Figure 1. Clock wires, drivers and flops.
Scale: 1.5 px per µm.
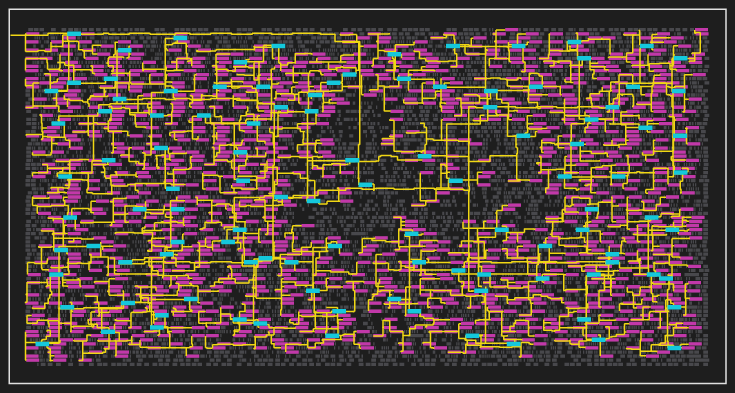
Figure 2. The clock network.
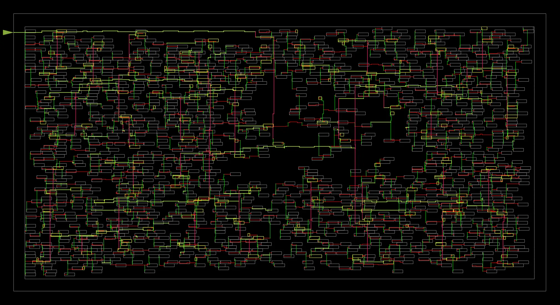
Figure 3. Placed cells, one color a class.
Scale: 1 px per µm. Fill, decap, tap and diode cells in gray.
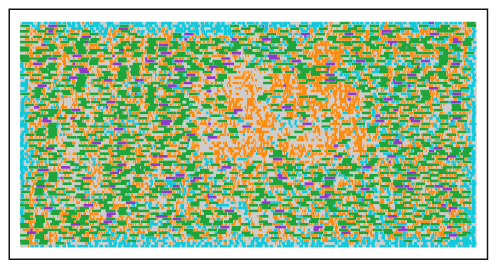
Figure 4. Close-up of the layout.
Window x 226 to 251, y 112 to 137 µm. Cells in gray, sequential cells in the stronger gray; small squares are vias.
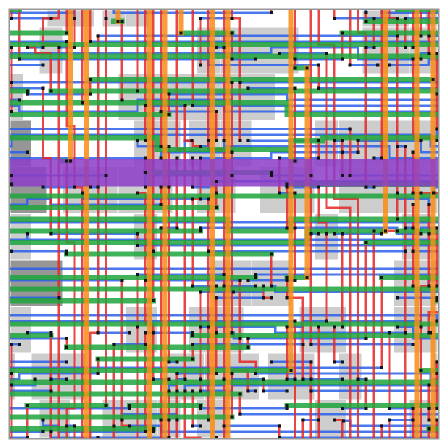
$ cat config.mk
export PLATFORM = sky130hd
export DESIGN_NAME = accelbrot_scan_gen_flat
export DESIGN_NICKNAME = d
export VERILOG_FILES = /design/src/rtl/accelbrot_pkg.sv /design/src/rtl/accelbrot_scan_gen_if.sv /design/src/rtl/accelbrot_serial_addsub.sv /design/src/rtl/accelbrot_scan_gen.sv /design/src/flat_wrapper.sv
export SDC_FILE = /design/constraint.sdc
export NUM_CORES = 2
export LEC_CHECK = 0
export CAP_MARGIN = 25
export CORE_ASPECT_RATIO = 0.5
export CORE_MARGIN = 10
export CORE_UTILIZATION = 58
export CTS_CLUSTER_SIZE = 16
export DETAILED_ROUTE_END_ITERATION = 12
export GPL_TIMING_DRIVEN = 0
export PLACE_DENSITY_LB_ADDON = 0.08
export SLEW_MARGIN = 20
export SYNTH_ARGS = -nofsm -noshare
export SYNTH_HDL_FRONTEND = slang
export SYNTH_SLANG_ARGS = --single-unit
$ cat constraint.sdc
create_clock -name clk -period 8.6 [get_ports clk]
set_input_delay 2.58 -clock clk [delete_from_list [all_inputs] [get_ports clk]]
set_output_delay 2.58 -clock clk [all_outputs]
set_load 0.1 [all_outputs]
$ cat src/rtl/accelbrot_pkg.sv
// Shared types for the accelbrot pixel scan generator.
// Holds the scan FSM states and word-index sizing.
package accelbrot_pkg;

  typedef enum logic [1:0] {
    IDLE,
    ARM,
    BURST
  } state_e;

  function automatic int widx_bits(input int n);
    return (n > 1) ? $clog2(n) : 1;
  endfunction

endpackage

$ cat src/rtl/accelbrot_scan_gen_if.sv
// Word-serial pixel handoff into the iteration loop.
// Master drives words, slave returns backpressure.
interface accelbrot_scan_gen_if #(
  parameter int WWIDTH = 34,
  parameter int TWIDTH = 24
);
  logic [WWIDTH-1:0] enter_a;
  logic [WWIDTH-1:0] enter_b;
  logic [TWIDTH-1:0] enter_tag;
  logic              enter_start;
  logic              enter_valid;
  logic              enter_bp;

  modport master (
    output enter_a, enter_b, enter_tag,
    output enter_start, enter_valid,
    input  enter_bp
  );

  modport slave (
    input  enter_a, enter_b, enter_tag,
    input  enter_start, enter_valid,
    output enter_bp
  );
endinterface

$ cat src/rtl/accelbrot_serial_addsub.sv
// One word of a multi-word add/subtract.
// Carry is kept between words; first word seeds it.
module accelbrot_serial_addsub #(
  parameter int WWIDTH = 34
) (
  input  logic              clk,
  input  logic              rstn,
  input  logic              en_i,
  input  logic              first_i,
  input  logic              sub_i,
  input  logic [WWIDTH-1:0] x_i,
  input  logic [WWIDTH-1:0] y_i,
  output logic [WWIDTH-1:0] s_o
);
  logic              c_q;
  logic              cin;
  logic              co;
  logic [WWIDTH-1:0] y_op;

  assign y_op = sub_i ? ~y_i : y_i;
  assign cin  = first_i ? sub_i : c_q;
  assign {co, s_o} = {1'b0, x_i} + {1'b0, y_op}
                   + {{WWIDTH{1'b0}}, cin};

  // carry chains from one word to the next
  always_ff @(posedge clk or negedge rstn) begin
    if (!rstn) c_q <= 1'b0;
    else if (en_i) c_q <= co;
  end
endmodule

$ cat src/rtl/accelbrot_scan_gen.sv
// Walks the pixel grid and streams (a, b) per pixel
// as word bursts, stepping coordinates word-serially.
module accelbrot_scan_gen
  import accelbrot_pkg::*;
#(
  parameter int NWORDS = 8,
  parameter int WWIDTH = 34,
  parameter int TWIDTH = 24,
  parameter int XWIDTH = 12,
  parameter int YWIDTH = 12
) (
  input  logic                     clk,
  input  logic                     rstn,
  input  logic [NWORDS*WWIDTH-1:0] cfg_a0,
  input  logic [NWORDS*WWIDTH-1:0] cfg_b0,
  input  logic [NWORDS*WWIDTH-1:0] cfg_step,
  input  logic [XWIDTH-1:0]        cfg_width,
  input  logic [YWIDTH-1:0]        cfg_height,
  input  logic                     ctl_start,
  output logic                     ctl_busy,
  output logic                     ctl_done,
  output logic [31:0]              sts_num_issued,
  accelbrot_scan_gen_if.master     enter
);
  localparam int NB = NWORDS * WWIDTH;
  localparam int WB = widx_bits(NWORDS);
  localparam logic [WB-1:0] WLAST = WB'(NWORDS - 1);

  state_e            state_q;
  logic [NB-1:0]     a_cur_q, a_row0_q;
  logic [NB-1:0]     b_cur_q, step_q;
  logic [XWIDTH-1:0] width_q, x_q;
  logic [YWIDTH-1:0] height_q, y_q;
  logic [TWIDTH-1:0] tag_q, etag_q;
  logic [WB-1:0]     widx_q;
  logic [31:0]       issued_q;
  logic              busy_q, done_q;
  logic [WWIDTH-1:0] ea_q, eb_q;
  logic              estart_q, evalid_q;

  logic              first, shift, eor, last_px;
  logic [WWIDTH-1:0] a_lo, b_lo, s_lo, r_lo;
  logic [WWIDTH-1:0] a_sum, b_dif, a_new, b_new;

  assign a_lo = a_cur_q[WWIDTH-1:0];
  assign b_lo = b_cur_q[WWIDTH-1:0];
  assign s_lo = step_q[WWIDTH-1:0];
  assign r_lo = a_row0_q[WWIDTH-1:0];

  assign first = (state_q == ARM);
  assign shift = (first && !enter.enter_bp)
              || (state_q == BURST && widx_q != WLAST);
  assign eor     = (x_q == width_q - XWIDTH'(1));
  assign last_px = eor && (y_q == height_q - YWIDTH'(1));
  assign a_new   = eor ? r_lo : a_sum;
  assign b_new   = eor ? b_dif : b_lo;

  accelbrot_serial_addsub #(.WWIDTH(WWIDTH)) u_add_a (
    .clk     (clk),
    .rstn    (rstn),
    .en_i    (shift),
    .first_i (first),
    .sub_i   (1'b0),
    .x_i     (a_lo),
    .y_i     (s_lo),
    .s_o     (a_sum)
  );

  accelbrot_serial_addsub #(.WWIDTH(WWIDTH)) u_sub_b (
    .clk     (clk),
    .rstn    (rstn),
    .en_i    (shift),
    .first_i (first),
    .sub_i   (1'b1),
    .x_i     (b_lo),
    .y_i     (s_lo),
    .s_o     (b_dif)
  );

  // scan FSM, coordinate rotation and registered outputs
  always_ff @(posedge clk or negedge rstn) begin
    if (!rstn) begin
      state_q  <= IDLE;
      a_cur_q  <= '0;
      a_row0_q <= '0;
      b_cur_q  <= '0;
      step_q   <= '0;
      width_q  <= '0;
      height_q <= '0;
      x_q      <= '0;
      y_q      <= '0;
      tag_q    <= '0;
      etag_q   <= '0;
      widx_q   <= '0;
      issued_q <= '0;
      busy_q   <= 1'b0;
      done_q   <= 1'b0;
      ea_q     <= '0;
      eb_q     <= '0;
      estart_q <= 1'b0;
      evalid_q <= 1'b0;
    end else begin
      done_q <= 1'b0;
      if (shift) begin
        a_cur_q  <= {a_new, a_cur_q[NB-1:WWIDTH]};
        b_cur_q  <= {b_new, b_cur_q[NB-1:WWIDTH]};
        a_row0_q <= {r_lo, a_row0_q[NB-1:WWIDTH]};
        step_q   <= {s_lo, step_q[NB-1:WWIDTH]};
        ea_q     <= a_lo;
        eb_q     <= b_lo;
        estart_q <= first;
        evalid_q <= 1'b1;
      end
      unique case (state_q)
        IDLE: begin
          if (ctl_start) begin
            if (cfg_width != '0 && cfg_height != '0) begin
              a_cur_q  <= cfg_a0;
              a_row0_q <= cfg_a0;
              b_cur_q  <= cfg_b0;
              step_q   <= cfg_step;
              width_q  <= cfg_width;
              height_q <= cfg_height;
              x_q      <= '0;
              y_q      <= '0;
              tag_q    <= '0;
              issued_q <= '0;
              busy_q   <= 1'b1;
              state_q  <= ARM;
            end else begin
              done_q <= 1'b1;
            end
          end
        end
        ARM: begin
          if (!enter.enter_bp) begin
            widx_q  <= '0;
            etag_q  <= tag_q;
            state_q <= BURST;
          end
        end
        BURST: begin
          if (widx_q == WLAST) begin
            evalid_q <= 1'b0;
            estart_q <= 1'b0;
            issued_q <= issued_q + 32'd1;
            tag_q    <= tag_q + TWIDTH'(1);
            if (eor) begin
              x_q <= '0;
              y_q <= y_q + YWIDTH'(1);
            end else begin
              x_q <= x_q + XWIDTH'(1);
            end
            if (last_px) begin
              busy_q  <= 1'b0;
              done_q  <= 1'b1;
              state_q <= IDLE;
            end else begin
              state_q <= ARM;
            end
          end else begin
            widx_q <= widx_q + WB'(1);
          end
        end
        default: state_q <= IDLE;
      endcase
    end
  end

  assign ctl_busy          = busy_q;
  assign ctl_done          = done_q;
  assign sts_num_issued    = issued_q;
  assign enter.enter_a     = ea_q;
  assign enter.enter_b     = eb_q;
  assign enter.enter_tag   = etag_q;
  assign enter.enter_start = estart_q;
  assign enter.enter_valid = evalid_q;
endmodule

$ cat src/flat_wrapper.sv
// flat-port wrapper written by rule: the top's interface ports become plain ports
module accelbrot_scan_gen_flat import accelbrot_pkg::*;
#(
  parameter int NWORDS = 8,
  parameter int WWIDTH = 34,
  parameter int TWIDTH = 24,
  parameter int XWIDTH = 12,
  parameter int YWIDTH = 12
)
  (clk, rstn, cfg_a0, cfg_b0, cfg_step, cfg_width, cfg_height, ctl_start, ctl_busy, ctl_done, sts_num_issued, enter_enter_a, enter_enter_b, enter_enter_tag, enter_enter_start, enter_enter_valid, enter_enter_bp);
  accelbrot_scan_gen_if #(.WWIDTH(WWIDTH), .TWIDTH(TWIDTH)) enter_i ();
  input  logic clk;
  input  logic rstn;
  input  logic [NWORDS*WWIDTH-1:0] cfg_a0;
  input  logic [NWORDS*WWIDTH-1:0] cfg_b0;
  input  logic [NWORDS*WWIDTH-1:0] cfg_step;
  input  logic [XWIDTH-1:0] cfg_width;
  input  logic [YWIDTH-1:0] cfg_height;
  input  logic ctl_start;
  output logic ctl_busy;
  output logic ctl_done;
  output logic [31:0] sts_num_issued;
  output wire logic [$bits(enter_i.enter_a)-1:0] enter_enter_a;
  output wire logic [$bits(enter_i.enter_b)-1:0] enter_enter_b;
  output wire logic [$bits(enter_i.enter_tag)-1:0] enter_enter_tag;
  output wire logic [$bits(enter_i.enter_start)-1:0] enter_enter_start;
  output wire logic [$bits(enter_i.enter_valid)-1:0] enter_enter_valid;
  input wire logic [$bits(enter_i.enter_bp)-1:0] enter_enter_bp;
  assign enter_enter_a = enter_i.enter_a;
  assign enter_enter_b = enter_i.enter_b;
  assign enter_enter_tag = enter_i.enter_tag;
  assign enter_enter_start = enter_i.enter_start;
  assign enter_enter_valid = enter_i.enter_valid;
  assign enter_i.enter_bp = enter_enter_bp;
  accelbrot_scan_gen #(.NWORDS(NWORDS), .WWIDTH(WWIDTH), .TWIDTH(TWIDTH), .XWIDTH(XWIDTH), .YWIDTH(YWIDTH)) u_core (.clk(clk), .rstn(rstn), .cfg_a0(cfg_a0), .cfg_b0(cfg_b0), .cfg_step(cfg_step), .cfg_width(cfg_width), .cfg_height(cfg_height), .ctl_start(ctl_start), .ctl_busy(ctl_busy), .ctl_done(ctl_done), .sts_num_issued(sts_num_issued), .enter(enter_i));
endmodule
==> flow_summary_export.csv <==
group,metric,value,unit
status,status,"complete, no violations",
setup_path,slowest_stage,"clkbuf_1",
power_and_ir_drop,cellLeakagePower,33.5,nW
logic_synthesis,top_cell_area_share,53.5,%
worst_hold_path,hold_path_class,"register to register",
detailed_routing,wl_met1,95700,µm
layout,n_clock_buffer,155,
timing,fin_crit_sh,77.7,%
logic_synthesis,synth_top_flop_cell,"dfrtp_1",
power_and_ir_drop,vdd_drop_max,0.000292,V
timing,fmax,0.150,GHz
placement,globalplace.congestion,1.02,
setup_path,worstReg2RegEnd,"u_core.a_cur_q[230]$_DFF_PN0_",
logic_synthesis,muxShareOfSynthArea,1.20,%
timing,slew_headroom,24.2,%
logic_synthesis,largest_area_cell,"dfrtp_1",
detailed_routing,drtAntennaViolNets,0,
power_and_ir_drop,power_switching,16.8,mW
setup_path,worstSetupStartpoint,"cfg_height[1]",
global_route,use_met3,16.4,%
setup_path,crit_type,"primary input to register",
placement,place_area,72300,µm²
setup_path,crit_required,9.18,ns
placement,dp_hpwl,213000,µm
global_route,grt_first_pass_wirelength,390000,µm
power_and_ir_drop,comb_power,16.7,mW
layout,sh_comb_area,34.0,%
logic_synthesis,simple_gate_area_share,22.9,%
detailed_routing,routed_wl,271000,µm
layout,drive_gt1_share,3.25,%
power_and_ir_drop,p_per_area,449,nW/µm²
cts,cts_hold_buf,0,
detailed_routing,wl_met2,118000,µm
timing,whs,0.467,ns
logic_synthesis,synth.cellmix.compoundShare,14.9,%
cts,clkTransAtPathRegs,0.07,ns
logic_synthesis,logic_family,"simple AND/OR/NAND/NOR gates",
timing,setup_slack,1.92,ns
layout,diodes,71,
timing,worst_pin_slew,1.14,ns
detailed_routing,drt_iter0_markers,8628,
layout,final-clk-cell-share,4.93,%
global_route,busiest_layer,"met2",
power_and_ir_drop,sequentialPowerShare,35.6,%
logic_synthesis,yosys_area,60500,µm²
logic_synthesis,adder_share,1.66,%
layout,logic_gate_count,5294,
logic_synthesis,ys_types,74,
logic_synthesis,synth_area,60500,µm²
detailed_routing,firstDrtPassIters,7,
logic_synthesis,topCellsByArea,"dfrtp_1 (54%), nand2_1 (15%), a31oi_1 (11%)",
setup_path,cp-endpoint,"u_core.a_row0_q[271]$_DFF_PN0_",
run,maxCapViolations,0,
setup_path,slowest_delay,0.85,ns
global_route,gr-total-overflow,0,
layout,area_growth,26.1,%
layout,lay_top_count,"nand2_1",
logic_synthesis,postSynthSeqShare,53.5,%
floorplanning,ioPinCount,972,
logic_synthesis,yosys-stat-cells,7153,
setup_path,end_kind,"register",
logic_synthesis,synthTopCellsByCount,"nand2_1 (2,400), dfrtp_1 (1,295), a31oi_1 (1,024)",
power_and_ir_drop,sw_frac_of_total,49.1,%
power_and_ir_drop,intPower,17.4,mW
worst_hold_path,holdPathStages,2,
logic_synthesis,yosys_register_bits,1295,
layout,layout_top_cells,"nand2_1 (2,400), dfrtp_1 (1,295), a31oi_1 (1,024)",
cts,cts_max_path_buffers,3,
detailed_routing,top_layer,"met5",
placement,port_buffers,971,
floorplanning,fp.dieH,248,µm
timing,hold_viol,0,
layout,signal_buffer_area_fraction,15.8,%
placement,dp_slack,1.60,ns
power_and_ir_drop,maxPowerGroup,"combinational cells",
global_route,grt_pass1_vias,59700,
layout,n_all_buffers,1499,
setup_path,crit_arrival,7.26,ns
logic_synthesis,synthCells,7153,
layout,regArea,32400,µm²
timing,tns,0,ns
setup_path,crit_family,"buffers and inverters",
detailed_routing,wl_met3,37600,µm
logic_synthesis,xor_area_share,2.18,%
layout,finalNonFillerCells,9812,
power_and_ir_drop,finalPower,34.2,mW
run,warnings,55,
setup_path,cp.depth,10,
setup_path,cp_num_buf_inv,5,
global_route,grt_util_all_layers,43.8,%
logic_synthesis,edf_count,0,
-- Figure 1 (at the start) --
[flip-flops] magenta | count: 1,295
[clock wires] yellow | length: 15,600 µm
[clock drivers] cyan | count: 109
routed clock nets: 110
flops lie: spread over the die
Clock Skews: 0.0382 ns
Clock power frac: 15.7%
Clock Latency Late Sink: 0.78 ns
clock group total power: 5.37 mW

-- Figure 2 (at the start) --
Seq Cell Count: 1,295
CTS Sinks: 1,295

-- Figure 3 (at the start) --
[clock drivers and dummy loads] purple | cells: 199 | share of their area: 5.1%
[combinational and other logic] orange | cells: 5,346 | share of their area: 35%
[remaining buffers and delay cells] cyan | cells: 1,499 | share of their area: 16%
[sequential cells] green | cells: 1,295 | share of their area: 44%
Seq area share: 42.5%
Core Box Area: 103,000 µm²
Row Count: 83
Finished Core Util: 74.1%
post-route cell area: 76,300 µm²

-- Figure 4 (at the start) --
[metal 2] red
[metal 5] purple
[metal 4] orange
[metal 3] green
[metal 1] blue
sequential cells in the window: 0
cells with their middle in the window: 39
most frequent: nand4_1 (4)

No activity file was given, so power comes from the tool's default toggle rates.
